`config.mk`:
```
export PLATFORM = sky130hd
export DESIGN_NAME = rf_wb_arbiter
export DESIGN_NICKNAME = d
export VERILOG_FILES = /design/src/rtl/rf_wb_arbiter_pkg.sv /design/src/rtl/rf_wb_arbiter_fifo.sv /design/src/rtl/rf_wb_arbiter.sv
export SDC_FILE = /design/constraint.sdc
export NUM_CORES = 1
export LEC_CHECK = 0
export CORE_MARGIN = 2
export CORE_UTILIZATION = 35
export CTS_CLUSTER_DIAMETER = 100
export DETAILED_ROUTE_END_ITERATION = 7
export REMOVE_ABC_BUFFERS = 1
export SYNTH_ARGS = -nofsm -noshare
export SYNTH_HDL_FRONTEND = slang
export SYNTH_SLANG_ARGS = --single-unit
```
`constraint.sdc`:
```
create_clock -name clk -period 6.12 [get_ports clk]
set_input_delay 1.224 -clock clk [delete_from_list [all_inputs] [get_ports clk]]
set_output_delay 1.224 -clock clk [all_outputs]
set_load 0.005 [all_outputs]
```
`src/rtl/rf_wb_arbiter_pkg.sv`:
```
// Shared constants and types for the register-file writeback arbiter slice.
package rf_wb_arbiter_pkg;

  localparam int unsigned REG_AW        = 5;
  localparam int unsigned DATA_W        = 32;
  localparam int unsigned WB_FIFO_DEPTH = 2;
  localparam int unsigned STARVE_LIM    = 7;
  localparam int unsigned STARVE_W      = $clog2(STARVE_LIM + 1);
  localparam int unsigned NUM_REGS      = 1 << REG_AW;

  typedef logic [REG_AW-1:0] reg_addr_t;
  typedef logic [DATA_W-1:0] reg_data_t;

  typedef struct packed {
    reg_addr_t addr;
    reg_data_t data;
  } wb_entry_t;

  // Owner of the single register-file write port in a given cycle.
  typedef enum logic [1:0] {
    GNT_NONE,
    GNT_A,
    GNT_B
  } grant_e;

endpackage

```
`src/rtl/rf_wb_arbiter_fifo.sv`:
```
// Small synchronous FIFO holding long-latency writeback beats {addr, data}.
module rf_wb_fifo
  import rf_wb_arbiter_pkg::*;
#(
  parameter int unsigned DEPTH = WB_FIFO_DEPTH
) (
  input  logic              clk,
  input  logic              rst,
  input  logic              push,
  input  logic [REG_AW-1:0] push_addr,
  input  logic [DATA_W-1:0] push_data,
  input  logic              pop,
  output logic              full,
  output logic              empty,
  output logic [REG_AW-1:0] head_addr,
  output logic [DATA_W-1:0] head_data
);

  localparam int unsigned PTR_W = (DEPTH > 1) ? $clog2(DEPTH) : 1;
  localparam int unsigned CNT_W = $clog2(DEPTH + 1);

  wb_entry_t        mem_q [DEPTH];
  wb_entry_t        mem_d [DEPTH];
  logic [PTR_W-1:0] wr_ptr_q, wr_ptr_d;
  logic [PTR_W-1:0] rd_ptr_q, rd_ptr_d;
  logic [CNT_W-1:0] count_q, count_d;
  logic             do_push, do_pop;

  function automatic logic [PTR_W-1:0] ptr_inc(input logic [PTR_W-1:0] p);
    return (p == PTR_W'(DEPTH - 1)) ? '0 : p + 1'b1;
  endfunction

  assign full      = (count_q == CNT_W'(DEPTH));
  assign empty     = (count_q == '0);
  assign head_addr = mem_q[rd_ptr_q].addr;
  assign head_data = mem_q[rd_ptr_q].data;

  // Pointer, occupancy and storage updates; overflow/underflow requests are ignored.
  always_comb begin
    do_push  = push && !full;
    do_pop   = pop && !empty;
    mem_d    = mem_q;
    wr_ptr_d = wr_ptr_q;
    rd_ptr_d = rd_ptr_q;
    if (do_push) begin
      mem_d[wr_ptr_q] = '{addr: push_addr, data: push_data};
      wr_ptr_d        = ptr_inc(wr_ptr_q);
    end
    if (do_pop) begin
      rd_ptr_d = ptr_inc(rd_ptr_q);
    end
    count_d = count_q + CNT_W'(do_push) - CNT_W'(do_pop);
  end

  // State register with synchronous reset discarding any held entries.
  always_ff @(posedge clk) begin
    if (rst) begin
      wr_ptr_q <= '0;
      rd_ptr_q <= '0;
      count_q  <= '0;
      for (int unsigned i = 0; i < DEPTH; i++) begin
        mem_q[i] <= '0;
      end
    end else begin
      wr_ptr_q <= wr_ptr_d;
      rd_ptr_q <= rd_ptr_d;
      count_q  <= count_d;
      mem_q    <= mem_d;
    end
  end

endmodule

```
`src/rtl/rf_wb_arbiter.sv`:
```
// Writeback arbiter: ALU path (A) has fixed priority over a FIFO of long-latency
// results (B); a starvation counter throttles A, and a busy scoreboard tracks
// registers with long-latency results still outstanding.
module rf_wb_arbiter
  import rf_wb_arbiter_pkg::*;
(
  input  logic              clk,
  input  logic              rst,
  input  logic              a_valid,
  input  logic [REG_AW-1:0] a_addr,
  input  logic [DATA_W-1:0] a_data,
  output logic              a_stall,
  input  logic              b_valid,
  input  logic [REG_AW-1:0] b_addr,
  input  logic [DATA_W-1:0] b_data,
  output logic              b_ready,
  input  logic              iss_valid,
  input  logic [REG_AW-1:0] iss_addr,
  input  logic [REG_AW-1:0] rs_addr,
  input  logic [REG_AW-1:0] rt_addr,
  output logic              hz_rs,
  output logic              hz_rt,
  output logic [NUM_REGS-1:0] busy_vec,
  output logic              rf_we,
  output logic [REG_AW-1:0] rf_waddr,
  output logic [DATA_W-1:0] rf_wdata
);

  grant_e              grant;
  logic                fifo_push, fifo_pop, fifo_full, fifo_empty;
  logic [REG_AW-1:0]   head_addr;
  logic [DATA_W-1:0]   head_data;

  logic                rf_we_q, rf_we_d;
  logic [REG_AW-1:0]   rf_waddr_q, rf_waddr_d;
  logic [DATA_W-1:0]   rf_wdata_q, rf_wdata_d;
  logic [STARVE_W-1:0] starve_q, starve_d;
  logic                a_stall_q, a_stall_d;
  logic                err_a_q, err_a_d;
  logic [NUM_REGS-1:0] busy_q, busy_d;

  rf_wb_fifo #(
    .DEPTH(WB_FIFO_DEPTH)
  ) u_fifo (
    .clk      (clk),
    .rst      (rst),
    .push     (fifo_push),
    .push_addr(b_addr),
    .push_data(b_data),
    .pop      (fifo_pop),
    .full     (fifo_full),
    .empty    (fifo_empty),
    .head_addr(head_addr),
    .head_data(head_data)
  );

  // b_ready follows pre-pop occupancy, so a full FIFO accepts nothing even when popping.
  assign b_ready   = !fifo_full;
  assign fifo_push = b_valid && !fifo_full;
  assign fifo_pop  = (grant == GNT_B);

  assign a_stall  = a_stall_q;
  assign busy_vec = busy_q;
  assign hz_rs    = (rs_addr != '0) && busy_q[rs_addr];
  assign hz_rt    = (rt_addr != '0) && busy_q[rt_addr];
  assign rf_we    = rf_we_q;
  assign rf_waddr = rf_waddr_q;
  assign rf_wdata = rf_wdata_q;

  // Port grant: A unless stalled, otherwise the FIFO head.
  always_comb begin
    grant = GNT_NONE;
    if (a_valid && !a_stall_q) begin
      grant = GNT_A;
    end else if (!fifo_empty) begin
      grant = GNT_B;
    end
  end

  // Next registered write; address 0 is never written but its grant still consumes the slot.
  always_comb begin
    rf_we_d    = 1'b0;
    rf_waddr_d = rf_waddr_q;
    rf_wdata_d = rf_wdata_q;
    unique case (grant)
      GNT_A: begin
        if (a_addr != '0) begin
          rf_we_d    = 1'b1;
          rf_waddr_d = a_addr;
          rf_wdata_d = a_data;
        end
      end
      GNT_B: begin
        if (head_addr != '0) begin
          rf_we_d    = 1'b1;
          rf_waddr_d = head_addr;
          rf_wdata_d = head_data;
        end
      end
      default: ;
    endcase
  end

  // Starvation counter and A throttle; a head pop always releases the stall.
  always_comb begin
    starve_d  = starve_q;
    a_stall_d = a_stall_q;
    err_a_d   = err_a_q || (a_valid && a_stall_q);
    if (fifo_empty || fifo_pop) begin
      starve_d = '0;
    end else if (starve_q != STARVE_W'(STARVE_LIM)) begin
      starve_d = starve_q + 1'b1;
    end
    if (fifo_pop) begin
      a_stall_d = 1'b0;
    end else if (starve_d == STARVE_W'(STARVE_LIM)) begin
      a_stall_d = 1'b1;
    end
  end

  // Busy scoreboard: clear on B head grant, then set on issue so a same-cycle set wins.
  always_comb begin
    busy_d = busy_q;
    if (fifo_pop) begin
      busy_d[head_addr] = 1'b0;
    end
    if (iss_valid && (iss_addr != '0)) begin
      busy_d[iss_addr] = 1'b1;
    end
    busy_d[0] = 1'b0;
  end

  // State registers with synchronous reset.
  always_ff @(posedge clk) begin
    if (rst) begin
      rf_we_q    <= 1'b0;
      rf_waddr_q <= '0;
      rf_wdata_q <= '0;
      starve_q   <= '0;
      a_stall_q  <= 1'b0;
      err_a_q    <= 1'b0;
      busy_q     <= '0;
    end else begin
      rf_we_q    <= rf_we_d;
      rf_waddr_q <= rf_waddr_d;
      rf_wdata_q <= rf_wdata_d;
      starve_q   <= starve_d;
      a_stall_q  <= a_stall_d;
      err_a_q    <= err_a_d;
      busy_q     <= busy_d;
    end
  end

  // Upstream must never present an A request while a_stall is high.
  a_protocol_ok: assert property (@(posedge clk) disable iff (rst) !err_a_q);

endmodule

```
### Signal wires on met1

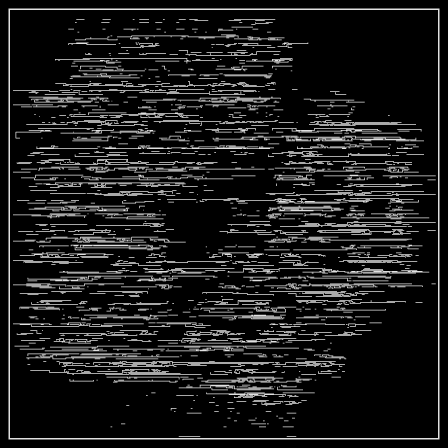
The wires run mostly horizontal. The layer carries 9750 um of wire. The layer holds 46% of the routed length. 982 nets have wire on it. The longest straight run is 39.1 um.

### The metal 2 layer

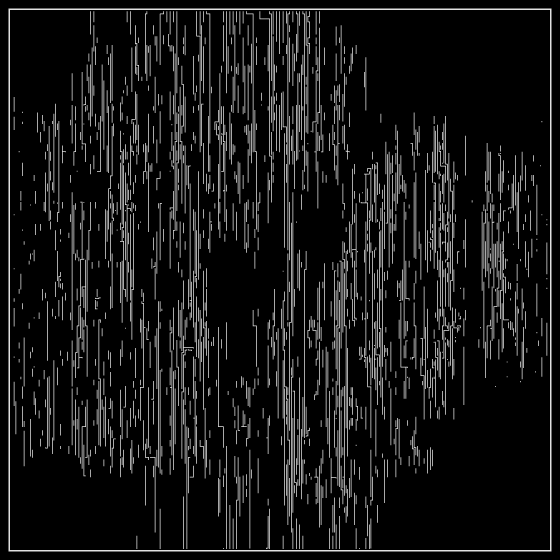
The layer carries 9660 um of wire. The layer holds 46% of the routed length. 863 nets have wire on it. The longest straight run is 65.5 um.

### M3 wires

Scale bar: 50 um. Cells faint in the background.
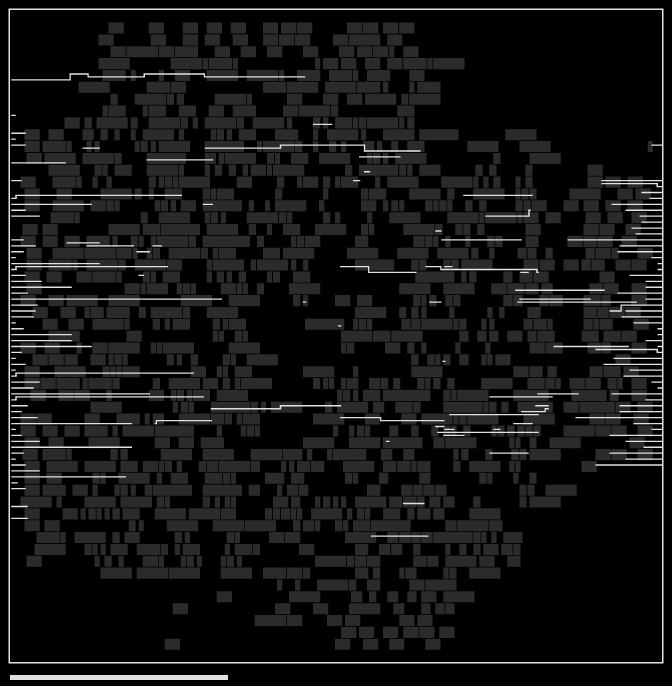
The layer holds 7.0% of the routed length. The layer carries 1470 um of wire. The longest straight run is 48.1 um. The wires run mostly horizontal.
met3 capacity usage during global routing: 5.67%
drt total wl: 21.1 mm
via count of the routed design: 6633

### Metal 4

Scale bar: 50 um.
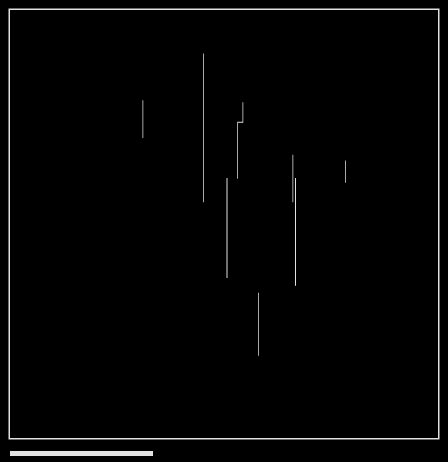
The layer holds 1.0% of the routed length. The longest straight run is 51.7 um. The layer carries 211 um of wire.

==> job_summary.md <==
### Metrics collected by this job

| Metric | Value |
|---|---|
| Result of the run | `finished clean` |
| Iter 0 DRT Violations | `372` |
| CTS H-tree lvls | `4` |
| Post-CTS setup buffer count | `0` |
| Tool warning count | `25` |
| Max FFs per register | `between 70 and 80` |
| Most Used Layer, Global Route | `met2` |
| Max-slew violation count | `0` |
| Mapped cell area | `~0.0074 sq mm` |
| Worst-Margin Slew | `0.814 ns` |
| Utilization of the core after routing | `47.0%` |
| Number of synthesis warnings | `0` |
| Summed negative setup slack over all endpoints | `0 ns` |
| Clock edge transition at the registers on the reported setup and hold paths | `approximately 0.06 ns` |
| Initial antenna violation count | `1` |
| Proportion of power drawn by combinational gates | `27.7%` |
| Synth top cells by count | `nand2_1 (185), dfxtp_1 (151), a21oi_1 (111)` |
| Maximum clock skew at final layout | `0.0104 ns` |
| Top-Level Pins | `168` |
| CP top delay family | `buffers and inverters` |
| FMAX | `0.205 GHz` |
| Main power-consuming group | `sequential cells` |
| Maximum fanout along the worst path | `13` |
| Number of nets at the end of the flow | `approximately 1100` |
| Pin count of the biggest net entering global routing | `66` |
| Fraction of power spent switching nets | `32.1%` |
| Critical path startpoint category | `input pin` |
| RSZ-0062 raised after global routing | `no` |
| Global placer's final weighted congestion | `between 0.8 and 0.9` |
| Final routed wire length divided by cell count | `roughly 16 um` |
| Worst skew pair latency | `~0.42 ns` |
| Die Height | `150 um` |
| Via count of the first global-routing pass | `around 6500` |
| Total power after layout | `just over 3 mW` |
| Sink Count | `151` |
| Number of cells in Yosys stat | `871` |
| Post-synth area hogs | `dfxtp_1 (41%), nand2_1 (9.3%), a21oi_1 (7.5%)` |
| Final hold slack | `between 0.4 and 0.5 ns` |
| Highest metal layer with signal wires | `met4` |
| Register containing the most flip-flops in the final layout | `u_fifo.mem_q` |
| Root buffer selected by CTS | `clkbuf_16` |
| DRC violations left | `0` |
| Number of hold-repair buffers added at the cts stage | `0` |
| Layout Area Growth over Synthesis | `32.7%` |
| Critical Path Most Common Cell | `clkdlybuf4s50_1` |
| Detailed Place HPWL | `14.3 mm` |
| Clock net power | `between 1 and 1.5 mW` |
| Synthesized instance count | `around 870` |
| Total number of placement rows | `53` |
| Placeable core region | `0.0210 sq mm` |
| Worst hold path class | `flop to flop` |
| Met2 global-route usage | `31.1%` |
| Layout cells sized above 1 | `12.9%` |
| Routed length on met1 | `9.75 mm` |
| Deepest clock path buffer count | `2` |
| Fill count | `~2100` |
| Maxcap violations | `0` |
| Number of vias per cell after detailed routing | `5.14` |
| Power density over the cells | `315 mW/mm^2` |
| Floorplan core density | `a little over a third` |
| Die Width | `150 um` |
| Post-synth tally of flip-flops with integrated enable | `0` |
| Met3 wire length | `1.47 mm` |
| Worst Setup End Kind | `output pin` |
| Fin crit period | `approximately 4.9 ns` |
| Combinational power | `approximately 860 uW` |
| Relative slew slack | `45.6%` |
| Crit path kind | `input pin to output pin` |
| Worst slack after detailed placement | `1.24 ns` |
| Critical path cell sequence | `clkdlybuf4s50_1, mux2_2, o311ai_0, a221oi_1, a221o_1, clkdlybuf4s50_1` |
| CTS buffer count | `17` |
| Total placed instance area | `0.00926 sq mm` |
| Asr flop ratio synth | `0%` |
| Switching pwr | `995 uW` |
==> cell usage in the layout (no fill, tap or decap), drive strengths merged, types with 4 or more instances in the layout <==
| cell type | n |
|---|---|
| a21oi | 111 |
| nand3 | 41 |
| nand2 | 185 |
| nor2b | 13 |
| or3 | 5 |
| a2111oi | 4 |
| nor2 | 14 |
| clkbuf | 19 |
| inv | 42 |
| o221ai | 32 |
| mux2i | 47 |
| nand2b | 7 |
| nor3b | 5 |
| mux4 | 4 |
| a22oi | 4 |
| nor3 | 8 |
| clkinvlp | 7 |
| o21ai | 35 |
| clkdlybuf4s50 | 165 |
| o311ai | 5 |
| dfxtp | 151 |
| a221o | 4 |
| buf | 12 |
| mux2 | 45 |
==> worst paths after layout <==
check / start / end / slack, ns / depth (start not counted)
setup / recovery: rt_addr[1] / hz_rt / 1.24 / 6
hold / removal: u_fifo.mem_q[21]$_SDFFE_PP0P_ / u_fifo.mem_q[21]$_SDFFE_PP0P_ / 0.45 / 2
setup reg to reg: u_fifo.rd_ptr_q$_SDFFE_PP0P_ / rf_wdata[13]$_SDFFE_PP0P_ / 3.71 / 5
hold reg to reg: u_fifo.mem_q[21]$_SDFFE_PP0P_ / u_fifo.mem_q[21]$_SDFFE_PP0P_ / 0.45 / 2
==> final cells by class <==
cell class              instances  area (sq um)  area share [%]
repair buffers                177          1740            17.7
flip-flops and latches        151          3020            30.7
inverters                      40           150            1.52
well taps                     275           344            3.49
clock buffers                  19           453            4.60
multi-input cells             616          4000            40.6
clock inverters                13           144            1.46
==> cells by family after synthesis <==
group	Yosys count	synth area share, %
AOI/OAI and AO/OA	216	20.4
xor gates and xnor gates	4	0.472
adders and majority gates	3	0.505
buffers and inverters	104	5.64
DFF	151	40.7
muxes	96	14.4
other	1	0.0505
and+or+nand+nor	296	17.9
Power and IR drop assume default switching activity.
